<file path="src/rtl/hazard_pipe_ctrl.sv">
// Hazard detection, bubble insertion and operand-forwarding control for a 5-stage pipeline.
// Macro HAZARD_FORWARD_EN: forwarding plus counted load-use stalls; undefined means full interlock.
module hazard_pipe_ctrl #(
    parameter int REG_ADDR_W = 5,
    parameter int LOAD_LAT   = 1
) (
    input  logic                  clk,
    input  logic                  rst,
    input  logic                  id_valid,
    input  logic [5:0]            Op_code,
    input  logic [5:0]            Funct,
    input  logic [REG_ADDR_W-1:0] Rs,
    input  logic [REG_ADDR_W-1:0] Rt,
    input  logic [REG_ADDR_W-1:0] Rd,
    input  logic                  flush,
    output logic                  stall,
    output logic                  ex_RegWr,
    output logic                  ex_MemWr,
    output logic                  ex_MemtoReg,
    output logic [REG_ADDR_W-1:0] ex_dst,
    output logic                  mem_RegWr,
    output logic                  mem_MemtoReg,
    output logic [REG_ADDR_W-1:0] mem_dst,
    output logic                  wb_RegWr,
    output logic [REG_ADDR_W-1:0] wb_dst,
    output logic [1:0]            ForwardA,
    output logic [1:0]            ForwardB
);

    localparam logic [REG_ADDR_W-1:0] R0 = {REG_ADDR_W{1'b0}};

    typedef struct packed {
        logic                  reg_wr;
        logic                  mem_wr;
        logic                  mem_to_reg;
        logic                  use_rs;
        logic                  use_rt;
        logic [REG_ADDR_W-1:0] dst;
    } dec_t;

    function automatic dec_t rr_op(input logic [REG_ADDR_W-1:0] rd);
        dec_t d;
        d        = '0;
        d.reg_wr = 1'b1;
        d.use_rs = 1'b1;
        d.use_rt = 1'b1;
        d.dst    = rd;
        return d;
    endfunction

    function automatic dec_t imm_op(input logic [REG_ADDR_W-1:0] rt, input logic is_load);
        dec_t d;
        d            = '0;
        d.reg_wr     = 1'b1;
        d.mem_to_reg = is_load;
        d.use_rs     = 1'b1;
        d.dst        = rt;
        return d;
    endfunction

    function automatic dec_t decode(input logic [5:0] op, input logic [5:0] fn,
                                    input logic [REG_ADDR_W-1:0] rt,
                                    input logic [REG_ADDR_W-1:0] rd);
        dec_t d;
        d = '0;
        case (op)
            6'b000000: begin
                case (fn)
                    6'b100000, 6'b100010, 6'b100011,
                    6'b101011, 6'b000111, 6'b000010: d = rr_op(rd);
                    default:                         d = '0;
                endcase
            end
            6'b011100: begin
                case (fn)
                    6'b100000, 6'b100001: d = rr_op(rd);
                    default:              d = '0;
                endcase
            end
            6'b011111:                                        d = rr_op(rd);
            6'b001000, 6'b001001, 6'b001010,
            6'b001110, 6'b001111:                             d = imm_op(rt, 1'b0);
            6'b100011, 6'b100010, 6'b100110:                  d = imm_op(rt, 1'b1);
            6'b101011: begin
                d.mem_wr = 1'b1;
                d.use_rs = 1'b1;
                d.use_rt = 1'b1;
            end
            default:                                          d = '0;
        endcase
        // Register 0 is hardwired, so a write to it is never a real producer.
        if (d.dst == R0) d.reg_wr = 1'b0;
        return d;
    endfunction

    function automatic logic src_match(input dec_t d, input logic [REG_ADDR_W-1:0] rs,
                                       input logic [REG_ADDR_W-1:0] rt,
                                       input logic [REG_ADDR_W-1:0] dst);
        return (d.use_rs && (rs != R0) && (rs == dst)) ||
               (d.use_rt && (rt != R0) && (rt == dst));
    endfunction

    dec_t                  id_dec_s;
    logic                  bubble_s;
    logic [REG_ADDR_W-1:0] ex_rs_r;
    logic [REG_ADDR_W-1:0] ex_rt_r;

    assign id_dec_s = decode(Op_code, Funct, Rt, Rd);
    assign bubble_s = flush || stall || !id_valid;

`ifdef HAZARD_FORWARD_EN
    localparam logic [2:0] LAT = 3'(LOAD_LAT - 1);

    logic [2:0] stall_cnt_r;
    logic       load_use_s;

    assign load_use_s = id_valid && ex_MemtoReg && (ex_dst != R0) &&
                        src_match(id_dec_s, Rs, Rt, ex_dst);
    assign stall      = id_valid && !flush && ((stall_cnt_r != 3'd0) || load_use_s);

    // Extra load-latency bubbles beyond the detection cycle; flush discards them.
    always_ff @(posedge clk or posedge rst) begin
        if (rst) begin
            stall_cnt_r <= 3'd0;
        end else if (flush) begin
            stall_cnt_r <= 3'd0;
        end else if (stall_cnt_r != 3'd0) begin
            stall_cnt_r <= stall_cnt_r - 3'd1;
        end else if (load_use_s) begin
            stall_cnt_r <= LAT;
        end else begin
            stall_cnt_r <= 3'd0;
        end
    end

    // Operand select for EX; the younger EX/MEM result wins over MEM/WB.
    always_comb begin
        ForwardA = 2'b00;
        ForwardB = 2'b00;
        if (mem_RegWr && (mem_dst == ex_rs_r))     ForwardA = 2'b10;
        else if (wb_RegWr && (wb_dst == ex_rs_r))  ForwardA = 2'b01;
        else                                       ForwardA = 2'b00;
        if (mem_RegWr && (mem_dst == ex_rt_r))     ForwardB = 2'b10;
        else if (wb_RegWr && (wb_dst == ex_rt_r))  ForwardB = 2'b01;
        else                                       ForwardB = 2'b00;
    end
`else
    logic unused_s;

    // Without forwarding, any in-flight producer of a used source holds ID.
    assign stall = id_valid && !flush &&
                   ((ex_RegWr  && src_match(id_dec_s, Rs, Rt, ex_dst))  ||
                    (mem_RegWr && src_match(id_dec_s, Rs, Rt, mem_dst)) ||
                    (wb_RegWr  && src_match(id_dec_s, Rs, Rt, wb_dst)));
    assign ForwardA = 2'b00;
    assign ForwardB = 2'b00;
    assign unused_s = ^{ex_rs_r, ex_rt_r, 3'(LOAD_LAT)};
`endif

    // Control pipeline: ID/EX takes the decoded word or a bubble, later stages shift.
    always_ff @(posedge clk or posedge rst) begin
        if (rst) begin
            ex_RegWr     <= 1'b0;
            ex_MemWr     <= 1'b0;
            ex_MemtoReg  <= 1'b0;
            ex_dst       <= R0;
            ex_rs_r      <= R0;
            ex_rt_r      <= R0;
            mem_RegWr    <= 1'b0;
            mem_MemtoReg <= 1'b0;
            mem_dst      <= R0;
            wb_RegWr     <= 1'b0;
            wb_dst       <= R0;
        end else begin
            if (bubble_s) begin
                ex_RegWr    <= 1'b0;
                ex_MemWr    <= 1'b0;
                ex_MemtoReg <= 1'b0;
                ex_dst      <= R0;
                ex_rs_r     <= R0;
                ex_rt_r     <= R0;
            end else begin
                ex_RegWr    <= id_dec_s.reg_wr;
                ex_MemWr    <= id_dec_s.mem_wr;
                ex_MemtoReg <= id_dec_s.mem_to_reg;
                ex_dst      <= id_dec_s.dst;
                ex_rs_r     <= Rs;
                ex_rt_r     <= Rt;
            end
            mem_RegWr    <= ex_RegWr;
            mem_MemtoReg <= ex_MemtoReg;
            mem_dst      <= ex_dst;
            wb_RegWr     <= mem_RegWr;
            wb_dst       <= mem_dst;
        end
    end

endmodule

</file>
<file path="config.mk">
export PLATFORM = sky130hd
export DESIGN_NAME = hazard_pipe_ctrl
export DESIGN_NICKNAME = d
export VERILOG_FILES = /design/src/rtl/hazard_pipe_ctrl.sv
export SDC_FILE = /design/constraint.sdc
export NUM_CORES = 1
export LEC_CHECK = 0
export CELL_PAD_IN_SITES_DETAIL_PLACEMENT = 1
export CELL_PAD_IN_SITES_GLOBAL_PLACEMENT = 1
export CORE_ASPECT_RATIO = 0.5
export CORE_MARGIN = 2
export CORE_UTILIZATION = 34
export CTS_CLUSTER_SIZE = 20
export DETAILED_ROUTE_END_ITERATION = 6
export PLACE_DENSITY = 0.89
export SLEW_MARGIN = 10
export SYNTH_ARGS = -nofsm -noshare
export SYNTH_HDL_FRONTEND = slang
export SYNTH_SLANG_ARGS = --single-unit
</file>
<file path="constraint.sdc">
create_clock -name clk -period 3.2 [get_ports clk]
set_input_delay 0.48 -clock clk [delete_from_list [all_inputs] [get_ports clk]]
set_output_delay 0.48 -clock clk [all_outputs]
set_load 0.005 [all_outputs]
</file>
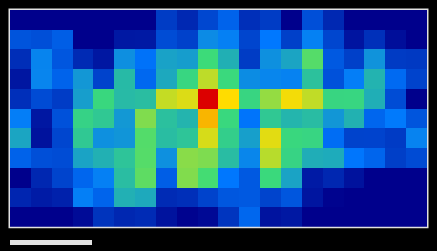
**Above:** routed metal per tile.
Scale bar: 20 um. The die is cut into 20 by 11 equal tiles; dark blue is low, red is high, scaled to the fullest tile. Values are wire area over tile area, all layers added.
densest ninth of the die: middle
tiles over half the peak: 9.5%
mean over tiles: 0.16
emptiest ninth of the die: bottom right
nearly empty tiles: 16%
fullest tile: 0.64

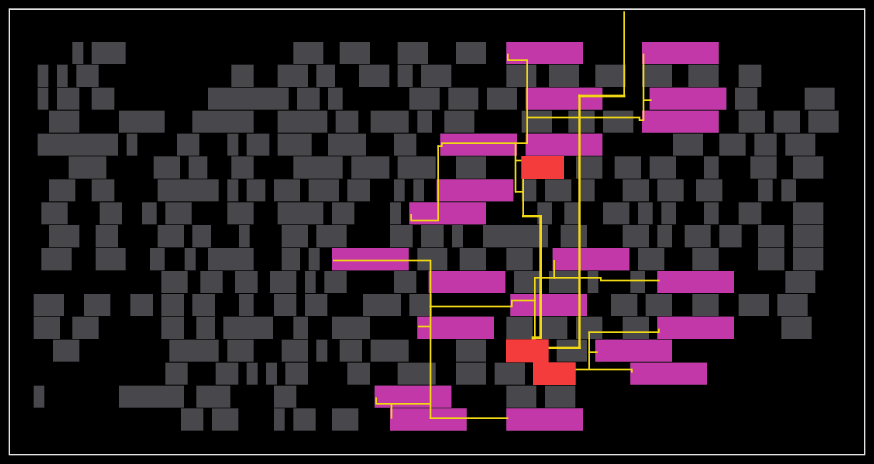
**Above:** routed clock nets over the placement.
[magenta] flip-flops | count: 21
[yellow] clock wires | length: 273 um
[red] cells driving clock nets | count: 3
routed clock nets: 4

==> impl_metrics.tcl <==
# flow metrics
set metrics [dict create \
    reg_top3 "ex_dst x5, mem_dst x5, wb_dst x5" \
    status "finished, final reports clean" \
    r2r_end "ex_dst[2]" \
    grt_pass1_vias 1608 \
    tightestPinTransition_ns 0.783 \
    ys_chip_area_sq_um 1610 \
    fmax_mhz 325 \
    area.growth.synth_to_final_pct 51.4 \
    ctsHtreeMaxLevel 1 \
    regArea_sq_um 526 \
    end_kind "output port" \
    p_clk_share_pct 28.0 \
    start_kind "input port" \
    final_layout_size_suffix_gt1_share_pct 28.3 \
    grt_overflow_total 0 \
    dominant_cells "logic gates" \
    flop_cell "dfrtp_1" \
    seqPwrFrac_pct 43.9 \
    finalSetupViolCount 0 \
    fp.dieW_um 101 \
    vias 1530 \
    highest_layer "met4" \
    dpl_cell_area_sq_um 2290 \
    cts_setup_buffers 2 \
    cts_root_buffer "clkbuf_8" \
    ctsResizeCount 18 \
    async_flop_share_pct 100 \
    wl_met2_um 2680 \
    comb_cells 118 \
    min_path_type "reg2reg" \
    ys_seq_share_pct 32.6 \
    die_height_um 52.7 \
    diodes 0 \
    crit_cells 10 \
    cts_buffers 3 \
    core_area_sq_um 4490 \
    sh_seq_area_pct 21.5 \
    use_met3_pct 2.00 \
    layout.nets 262 \
    rr_worst_depth 9 \
    gp_congestion 0.916 \
    setup.worst_path.start "Funct[1]" \
    comb-cell-share_pct 42.3 \
    met2_usage_pct 37.5 \
    routed_wl_um 5240 \
    edf_count 0 \
    min_from "ex_MemtoReg" \
    nNonClkInverters 5 \
]
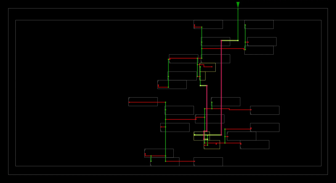
**Above:** the clock network.
Setup Skew: 0.00789 ns
clock network power: 0.000175 W

==> layout by cell type (no fill, tap or decap), drive strengths merged, types with 2 or more instances in the layout <==
| cell type | n |
|---|---|
| nor4 | 10 |
| o32ai | 2 |
| dlygate4sd2 | 8 |
| inv | 5 |
| nand3 | 7 |
| dfrtp | 21 |
| conb | 4 |
| xor2 | 17 |
| nor3 | 9 |
| nand4b | 3 |
| o21ai | 2 |
| nand2 | 6 |
| nor2 | 7 |
| or2 | 2 |
| o311ai | 2 |
| a22oi | 6 |
| clkbuf | 4 |
| xnor2 | 14 |
| a21o | 2 |
| clkdlybuf4s50 | 43 |
| buf | 30 |
| o221ai | 2 |
==> through the flow <==
step / setup slack, ns / cells / utilization, %
finish: 0.119 / 296 / 54.4
global route: -0.00213 / 296 / 54.4
CTS: 0.00486 / 293 / 53.4
detailed placement: -0.419 / 287 / 51.0
global placement: -0.266 / 287 / 51.0
floorplan: 0.633 / 163 / -
==> cell families (layout without fill, tap and decap cells) <==
| family | count (synthesis) | after routing | share of synthesized area [%] |
|---|---|---|---|
| AOI/OAI and AO/OA | 27 | 27 | 16.3 |
| and+or+nand+nor | 56 | 56 | 24.7 |
| buffers and inverters | 24 | 91 | 8.84 |
| DFF | 21 | 21 | 32.6 |
| other | 1 | 4 | 0.233 |
| xor gates and xnor gates | 31 | 31 | 17.3 |
==> power groups by stage <==
stage / clock, W / sequential, W / combinational (W)
6_report: 0.000175 / 0.000274 / 0.000176
2_1_floorplan: 0 / 0.000278 / 0.0000846
3_5_place_dp: 0 / 0.000279 / 0.000168
3_3_place_gp: 0 / 0.000279 / 0.000159
4_1_cts: 0.000177 / 0.000274 / 0.000172
5_1_grt: 0.000191 / 0.000275 / 0.000190
Power figures rest on the tool's default switching activity, not on a simulated workload.
